**Run 1: power grid**

Drawn at 8 px/µm. Pins as bars on the die edge. Tap cells in grey.
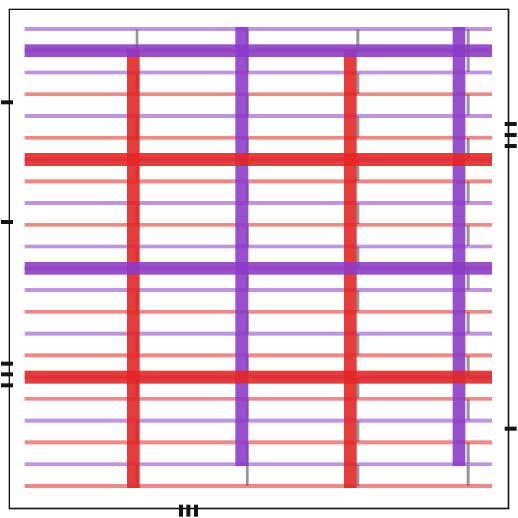
**Run 1: placement by cell class**

Drawn at 8 px/µm. Fill, decap, tap and diode cells in grey.
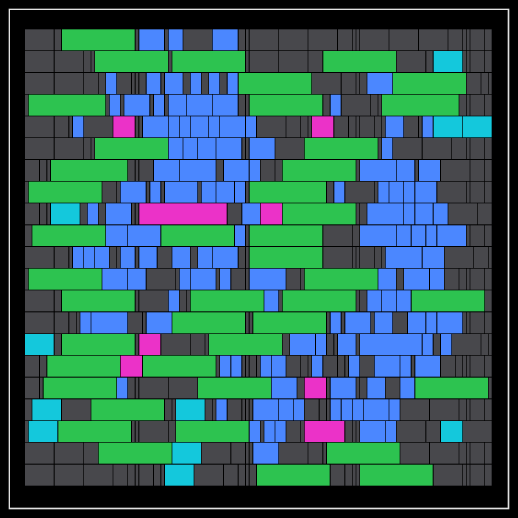
**Run 1: routed clock nets over the placement**

Drawn at 6 px/µm.
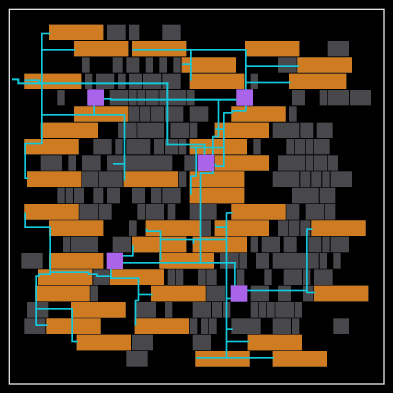
--- config.mk ---
export PLATFORM = sky130hd
export DESIGN_NAME = board_rst_ctrl
export DESIGN_NICKNAME = d
export VERILOG_FILES = /design/src/rtl/board_ctrl_pkg.sv /design/src/rtl/btn_debounce.sv /design/src/rtl/board_rst_ctrl.sv
export SDC_FILE = /design/constraint.sdc
export NUM_CORES = 1
export LEC_CHECK = 0
export CAP_MARGIN = 20
export CORE_MARGIN = 1.5
export CORE_UTILIZATION = 55
export CTS_BUF_LIST = sky130_fd_sc_hd__clkbuf_2 sky130_fd_sc_hd__clkbuf_4 sky130_fd_sc_hd__clkbuf_8
export CTS_CLUSTER_SIZE = 16
export DETAILED_ROUTE_END_ITERATION = 10
export PLACE_DENSITY = 0.79
export SLEW_MARGIN = 40
export SYNTH_ARGS = -nofsm -noshare
export SYNTH_HDL_FRONTEND = slang
export SYNTH_SLANG_ARGS = --single-unit
--- constraint.sdc ---
create_clock -name clk_i -period 3.3 [get_ports clk_i]
set_input_delay 0.495 -clock clk_i [delete_from_list [all_inputs] [get_ports clk_i]]
set_output_delay 0.495 -clock clk_i [all_outputs]
set_load 0.01 [all_outputs]
--- src/rtl/board_ctrl_pkg.sv ---
// Shared types and constants for the board reset controller.
// Latency: n/a (declarations only).
// Backpressure: n/a (declarations only).
//
// Contents: reset-sequencer state encoding and reset-cause codes.
package board_ctrl_pkg;

   typedef enum logic [1:0] {
      RstPor     = 2'd0,
      RstRun     = 2'd1,
      RstBtnHeld = 2'd2,
      RstStretch = 2'd3
   } rst_state_e;

   localparam logic [1:0] RstCausePor = 2'b01;
   localparam logic [1:0] RstCauseBtn = 2'b10;

endpackage

--- src/rtl/btn_debounce.sv ---
// Two-flop synchronizer plus stable-level debouncer for one raw input.
// Latency: a raw level change reaches stable_o after 2 + DebounceCycles cycles.
// Backpressure: none; free-running, shorter pulses are dropped.
//
// Ports:
//   clk_i     system clock
//   rst_ni    asynchronous active-low reset
//   in_i      raw input, asynchronous to clk_i
//   stable_o  accepted (debounced) level, resets to ResetVal
module btn_debounce #(
   parameter int unsigned DebounceCycles = 60000,
   parameter logic        ResetVal       = 1'b0
) (
   input  logic clk_i,
   input  logic rst_ni,
   input  logic in_i,
   output logic stable_o
);

   localparam int unsigned     CntW    = $clog2(DebounceCycles + 1);
   localparam logic [CntW-1:0] CntLast = CntW'(DebounceCycles - 1);

   logic            meta_q;
   logic            sync_q;
   logic [CntW-1:0] cnt_q;

   // Synchronizer resets to the idle level so no false edge is seen after reset.
   always_ff @(posedge clk_i or negedge rst_ni) begin
      if (!rst_ni) begin
         meta_q   <= ResetVal;
         sync_q   <= ResetVal;
         cnt_q    <= '0;
         stable_o <= ResetVal;
      end else begin
         meta_q <= in_i;
         sync_q <= meta_q;
         if (sync_q == stable_o) begin
            cnt_q <= '0;
         end else if (cnt_q == CntLast) begin
            // Mismatch held for DebounceCycles consecutive cycles: accept it.
            stable_o <= sync_q;
            cnt_q    <= '0;
         end else begin
            cnt_q <= cnt_q + 1'b1;
         end
      end
   end

endmodule

--- src/rtl/board_rst_ctrl.sv ---
// Board reset sequencer: stretches POR, debounces the reset button, filters user buttons.
// Latency: soc_rst_no rises PorCycles edges after rst_ni release; falls 3 + DebounceCycles after a press.
// Backpressure: none; outputs are level signals.
//
// Ports:
//   clk_i        system clock (6 MHz HFOSC)
//   rst_ni       asynchronous active-low power-on reset
//   btn_rst_ni   raw active-low reset button, asynchronous
//   btn_i        raw active-high user buttons, asynchronous
//   btn_o        conditioned user buttons towards the SoC gpio inputs
//   soc_rst_no   registered active-low SoC reset, released synchronously
//   rst_cause_o  cause of last SoC reset (01 power-on, 10 button)
//
// Build option: BOARD_RST_CTRL_GPIO_DEBOUNCE_EN debounces the user buttons;
// otherwise they are only synchronized. The reset button is always debounced.
module board_rst_ctrl
   import board_ctrl_pkg::*;
#(
   parameter int unsigned PorCycles      = 4096,
   parameter int unsigned DebounceCycles = 60000,
   parameter int unsigned NumBtn         = 3
) (
   input  logic              clk_i,
   input  logic              rst_ni,
   input  logic              btn_rst_ni,
   input  logic [NumBtn-1:0] btn_i,
   output logic [NumBtn-1:0] btn_o,
   output logic              soc_rst_no,
   output logic [1:0]        rst_cause_o
);

   localparam int unsigned     PorW    = (PorCycles > 1) ? $clog2(PorCycles) : 1;
   localparam logic [PorW-1:0] PorLast = PorW'(PorCycles - 1);

   rst_state_e      state_q, state_d;
   logic [PorW-1:0] por_cnt_q, por_cnt_d;
   logic [1:0]      cause_d;
   logic            btn_rst_stable;

   btn_debounce #(
      .DebounceCycles (DebounceCycles),
      .ResetVal       (1'b1)
   ) u_rst_btn (
      .clk_i    (clk_i),
      .rst_ni   (rst_ni),
      .in_i     (btn_rst_ni),
      .stable_o (btn_rst_stable)
   );

   // The counter is shared by POR and STRETCH; it is cleared in every other
   // state, so entering STRETCH always starts a full stretch.
   always_comb begin
      state_d   = state_q;
      por_cnt_d = '0;
      cause_d   = rst_cause_o;
      case (state_q)
         RstPor: begin
            if (por_cnt_q == PorLast) begin
               state_d = btn_rst_stable ? RstRun : RstBtnHeld;
            end else begin
               por_cnt_d = por_cnt_q + 1'b1;
            end
         end
         RstRun: begin
            if (!btn_rst_stable) begin
               state_d = RstBtnHeld;
            end
         end
         RstBtnHeld: begin
            if (btn_rst_stable) begin
               state_d = RstStretch;
            end
         end
         RstStretch: begin
            // A re-press wins over stretch completion.
            if (!btn_rst_stable) begin
               state_d = RstBtnHeld;
            end else if (por_cnt_q == PorLast) begin
               state_d = RstRun;
            end else begin
               por_cnt_d = por_cnt_q + 1'b1;
            end
         end
         default: state_d = RstPor;
      endcase
      if ((state_d == RstBtnHeld) && (state_q != RstBtnHeld)) begin
         cause_d = RstCauseBtn;
      end
   end

   // soc_rst_no follows the next state so it toggles on the same edge as state_q.
   always_ff @(posedge clk_i or negedge rst_ni) begin
      if (!rst_ni) begin
         state_q     <= RstPor;
         por_cnt_q   <= '0;
         soc_rst_no  <= 1'b0;
         rst_cause_o <= RstCausePor;
      end else begin
         state_q     <= state_d;
         por_cnt_q   <= por_cnt_d;
         soc_rst_no  <= (state_d == RstRun);
         rst_cause_o <= cause_d;
      end
   end

`ifdef BOARD_RST_CTRL_GPIO_DEBOUNCE_EN
   for (genvar i = 0; i < NumBtn; i++) begin : g_btn_db
      btn_debounce #(
         .DebounceCycles (DebounceCycles),
         .ResetVal       (1'b0)
      ) u_btn_db (
         .clk_i    (clk_i),
         .rst_ni   (rst_ni),
         .in_i     (btn_i[i]),
         .stable_o (btn_o[i])
      );
   end
`else
   logic [NumBtn-1:0] btn_meta_q;
   logic [NumBtn-1:0] btn_sync_q;

   always_ff @(posedge clk_i or negedge rst_ni) begin
      if (!rst_ni) begin
         btn_meta_q <= '0;
         btn_sync_q <= '0;
      end else begin
         btn_meta_q <= btn_i;
         btn_sync_q <= btn_meta_q;
      end
   end

   assign btn_o = btn_sync_q;
`endif

endmodule

==> run summary, run 1 <==
run results: buffers and inverters on the worst path 0, initial antenna violation count 0, Fin Clk Skew 0.01080 ns, IO Pins 12, RSZ-0062 raised after global routing no, CTS tree built, Max Used Layer met4, flop-to-flop setup slack 1.31 ns, final WL 3.056 mm, Yosys reg bits 42, flop share of the area 49.21%, P_seq 0.528 mW, crit path max fanout 15, Die X 62.21 µm, kind of cell adding the most delay to the critical path simple AND/OR/NAND/NOR gates, final non-filler cell total 241, comb_multi_in 124, crit path DRT 3.51 ns, vias 1,280, Slowest-stage cell, CP or2_1, row cnt 21, Mapped Cells 180, GR Util met2 33.02%, diode count 0, global placer's final weighted congestion 0.8544, seq_cells 42, number of cells in Yosys stat 180, pin count of the biggest net entering global routing 43, CP peak stage delay 0.47 ns, Non-clk invs 10, Reg2Reg Depth 6, syn_area_per_cell 10.71 µm², post-synth top area cell dfrtp_1, TritonCTS buffer count 5, routed wl met2 1.574 mm, Worst-path clk slew 0.11 ns, status finished clean, Placed Cells 233, vias in the first global route 1,354
Notes on 'power grid' above:
red -> VSS
purple -> VDD
met1 rails = 22
tap cells = 46
met4 straps = 4
signal pins = 12

Notes on 'placement by cell class' above:
magenta -> clock drivers and dummy loads  # cells 8
blue -> all other logic  # cells 134
cyan -> other buffers and delay cells  # cells 11
green -> flip-flops  # cells 42

Notes on 'routed clock nets over the placement' above:
cyan -> clock wires  # length 440 µm
orange -> flip-flops  # count 42
purple -> cells driving clock nets  # count 5
routed clock nets = 6
flops lie = all over the die

-- run 1: per-stage QoR --
step | setup WS (ns) | power, mW
finish | 1.310 | 0.8971
global route | 1.151 | 0.9393
CTS | 1.280 | 0.9159
detailed placement | 1.266 | 0.5688
global placement | 1.438 | 0.5659
floorplan | 1.616 | 0.5491
-- run 1: worst max-delay path by stage --
| stage | from | slack [ns] | end | cells past startpoint |
|---|---|---|---|---|
| 2_1_floorplan | u_rst_btn.cnt_q[0]$_DFF_PN0_ | 1.62 | u_rst_btn.cnt_q[11]$_DFF_PN0_ | 8 |
| 3_3_place_gp | u_rst_btn.cnt_q[0]$_DFF_PN0_ | 1.44 | u_rst_btn.cnt_q[13]$_DFF_PN0_ | 6 |
| 3_5_place_dp | u_rst_btn.cnt_q[0]$_DFF_PN0_ | 1.27 | u_rst_btn.cnt_q[3]$_DFF_PN0_ | 6 |
| 4_1_cts | u_rst_btn.cnt_q[0]$_DFF_PN0_ | 1.28 | u_rst_btn.cnt_q[3]$_DFF_PN0_ | 6 |
| 5_1_grt | u_rst_btn.cnt_q[0]$_DFF_PN0_ | 1.15 | u_rst_btn.cnt_q[14]$_DFF_PN0_ | 6 |
| 6_report | u_rst_btn.cnt_q[0]$_DFF_PN0_ | 1.31 | u_rst_btn.cnt_q[3]$_DFF_PN0_ | 6 |
-- run 1: kinds of logic after synthesis --
logic type | count (synthesis)
AND/OR/NAND/NOR | 78
flip-flops | 42
XOR/XNOR | 25
buffers and inverters | 14
AND-OR/OR-AND | 13
adder cells (fa/ha/maj) | 6
multiplexers | 2
-- run 1: sequential cells by signal (all words and copies together), names as in the netlist, 2 cells and up --
signal           count
por_cnt_q           12
u_rst_btn.cnt_q     16
btn_o                3
rst_cause_o          2
state_q              2
btn_meta_q           3
## Run 2: what changed since run 1
==> constraint.sdc (replaced) <==
create_clock -name clk_i -period 2.1 [get_ports clk_i]
set_input_delay 0.315 -clock clk_i [delete_from_list [all_inputs] [get_ports clk_i]]
set_output_delay 0.315 -clock clk_i [all_outputs]
set_load 0.01 [all_outputs]
**Run 2: track usage over the die**

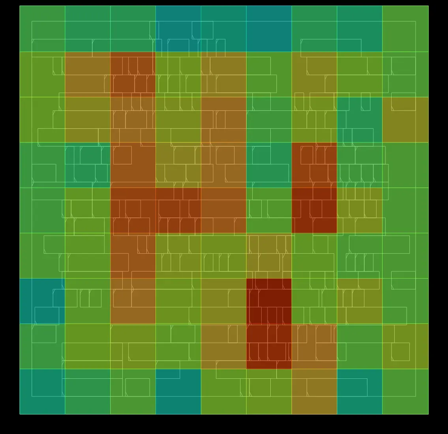
gr busiest metal: met2
GR Util met2: 32.07%
Final Util: 64.08%
routed length per instance: 13.15 µm

==> run 2 against run 1 <==
Effect of this change: critical path depth unchanged; fmax rose by 7.6%; global-route usage shrank 0.18 points; hold slack improved by 0.25 ns; largest cell class unchanged; area after synthesis stayed put; design area shrank 0.35%; largest power group unchanged; non-clock buffer count rose by 2; sequential share of layout area rose by 0.17 points; combinational power up 65%; synthesized cell count did not move; cell count rose by 0.83%; worst setup slack worse by 1.1 ns.
==> run summary, run 2 <==
run results: status finished clean (unchanged), Worst-path clk slew 0.11 ns (about the same), CTS max path bufs 2 (unchanged), final layout net count 208 (was 206), metal3 WL 87 µm (was 121 µm), Seq pwr share 63.6% (was 58.9%), Mapped Cells 180 (unchanged), IO Pins 12 (unchanged), AO/OA Area Share 4.153% (unchanged), crit path max fanout 9 (was 15), final WL 3.196 mm (was 3.056 mm), Cell area leaders dfrtp_1, nor2_1, xor2_1 (unchanged), area share, top type 49.32% (unchanged), pin count of the biggest net entering global routing 43 (unchanged), Power Internal 1.018 mW (was 0.7242 mW), die height 62.21 µm (unchanged), Fin Clk Skew 0.01191 ns (was 0.01080 ns), diode count 0 (unchanged), arrival time worst endpoint 2.12 ns (was 2.20 ns), Commonest cells post-synth dfrtp_1, nor2_1, xor2_1 (unchanged), most frequent cells in the layout dfrtp_1, nor2_1, xor2_1, xnor2_1 (unchanged), buffers and inverters on the worst path 1 (was 0), vias in the first global route 1,281 (was 1,354), met1 WL 1.392 mm (was 1.319 mm), H-tree level count 2 (unchanged), worst-skew pair later-pin latency 0.36 ns (was 0.34 ns), IO Port Bufs 11 (unchanged), Max Fclk 540.8 MHz (was 502.6 MHz), initial antenna violation count 0 (unchanged), Largest regs u_rst_btn.cnt_q: 16 flops, por_cnt_q: 12 flops (unchanged), global placer's final weighted congestion 0.7909 (was 0.8544), Tool Warnings 29 (unchanged), Top non-seq family simple AND/OR/NAND/NOR gates (unchanged), library cells used by synthesis 37 (unchanged), grt met3 use 3.261% (was 6.341%), commonest register cell after synthesis dfrtp_1 (unchanged), Reg with most FFs u_rst_btn.cnt_q (unchanged), Yosys reg bits 42 (unchanged), Floorplan Utilization 57.78% (unchanged), routed wl met2 1.667 mm (was 1.574 mm), crit path DRT 2.37 ns (was 3.51 ns), final tally of max-slew violations 0 (unchanged), Syn Nets 192 (unchanged), fin worst setup slack 0.2510 ns (was 1.310 ns), core area 0.003337 mm² (unchanged), kind of cell adding the most delay to the critical path simple AND/OR/NAND/NOR gates (unchanged), Placed Cells 234 (was 233), Clk network pwr share 32.7% (was 37.9%), switch share 21.98% (was 19.27%), Slowest-stage cell, CP dfrtp_1 (was or2_1), grt ovf 0 (unchanged), CP cell instances inv_1 > ha_1 > a21oi_1 > or2_2 > or2_1 > nor2_1 (was ha_1 > and4_4 > nand2_2 > nor4_2 > or2_1 > nor2_1), Final Critical Period 1.849 ns (was 1.990 ns), TritonCTS buffer count 5 (unchanged), final antenna-violating net count 0 (unchanged), Async S/R FF share, synth 100.0% (unchanged), Post-synth EDFFs 0 (unchanged), Synth top cell by count dfrtp_1 (unchanged), Top cell excl fill/tap dfrtp_1 (unchanged), dpl hpwl 2.278 mm (was 2.233 mm), CP peak stage delay 0.45 ns (was 0.47 ns), met1 Use GR 22.24% (was 21.21%), vias 1,297 (was 1,280), final non-filler cell total 243 (was 241), maxcap violations 0 (unchanged), yosys stat chip area 0.001928 mm² (unchanged), Worst setup EP type flop (unchanged), CTS tree built (unchanged), RSZ-0062 raised after global routing no (unchanged), P_seq 0.831 mW (was 0.528 mW), number of cells in Yosys stat 180 (unchanged), post-synth top area cell dfrtp_1 (unchanged), Psw 0.2868 mW (was 0.1729 mW), Die X 62.21 µm (unchanged), row cnt 21 (unchanged), total power 1.305 mW (was 0.8971 mW), Max Used Layer met4 (unchanged), syn_area_per_cell 10.71 µm² (unchanged), critical path class flop to flop (unchanged), Post-Place Worst Slack 0.2861 ns (was 1.266 ns), Largest register FFs 16 (unchanged), Startpoint Class flop (unchanged), Setup violations, final 0 (unchanged), adder share 3.894% (unchanged)
**Run 2: power grid**

Drawn at 8 px/µm. Pins as bars on the die edge. Tap cells in grey.
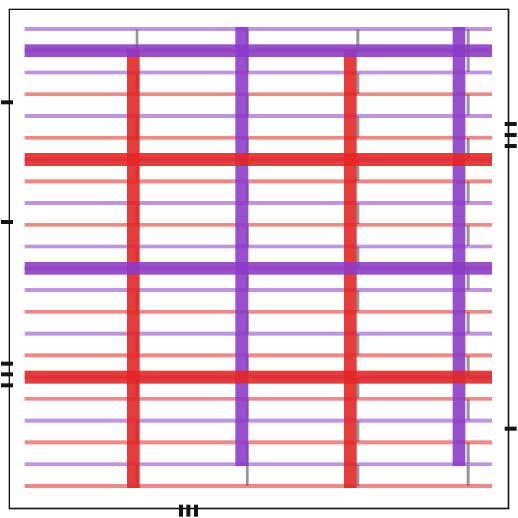
red -> VSS
purple -> VDD
met5 straps = 4
rows = 21
signal pins = 12
met1 rails = 22
met4 straps = 4

==> run 2: logic make-up (layout without fill, tap and decap cells) <==
group | count (synthesis) | after routing
AND-OR/OR-AND | 13 | 13
flip-flops | 42 | 42
buffers and inverters | 14 | 31
AND/OR/NAND/NOR | 78 | 78
multiplexers | 2 | 2
XOR/XNOR | 25 | 25
adder cells (fa/ha/maj) | 6 | 6
==> run 2: worst paths after layout <==
path	cells after the start	endpoint	from	slack [ns]
max in group asynchronous	2	u_rst_btn.sync_q$_DFF_PN1_	rst_ni	1.26
min in group asynchronous	2	por_cnt_q[10]$_DFF_PN0_	rst_ni	0.46
worst min-delay path	0	btn_o[0]$_DFF_PN0_	btn_meta_q[0]$_DFF_PN0_	0.36
worst max-delay path	6	por_cnt_q[5]$_DFF_PN0_	state_q[0]$_DFF_PN0_	0.25
worst max register to register	6	por_cnt_q[5]$_DFF_PN0_	state_q[0]$_DFF_PN0_	0.25
worst min register to register	0	btn_o[0]$_DFF_PN0_	btn_meta_q[0]$_DFF_PN0_	0.36
==> run 2: cell type report <==
| class | instances | area share (%) |
|---|---|---|
| clock buffer | 7 | 2.750 |
| clock inverter | 1 | 0.2341 |
| inverter | 10 | 1.755 |
| multi-input combinational | 124 | 37.33 |
| sequential | 42 | 49.39 |
| tap | 46 | 2.692 |
| timing repair buffer | 13 | 5.851 |
==> run 2: through the flow <==
step                      instance area, µm²  hold slack (ns)
after global routing                    2138           0.3703
after global placement                  2062           0.3352
after floorplan                         1928          0.01941
after detailed placement                2064           0.3221
final                                   2138           0.3604
after CTS                               2138           0.3627
==> run 2: repair_timing <==
item | CTS | global route
hold buffers | 1 | 0
hold endpoints to repair | 38 | 0
setup buffers | 0 | 0
Power and IR drop assume default switching activity.
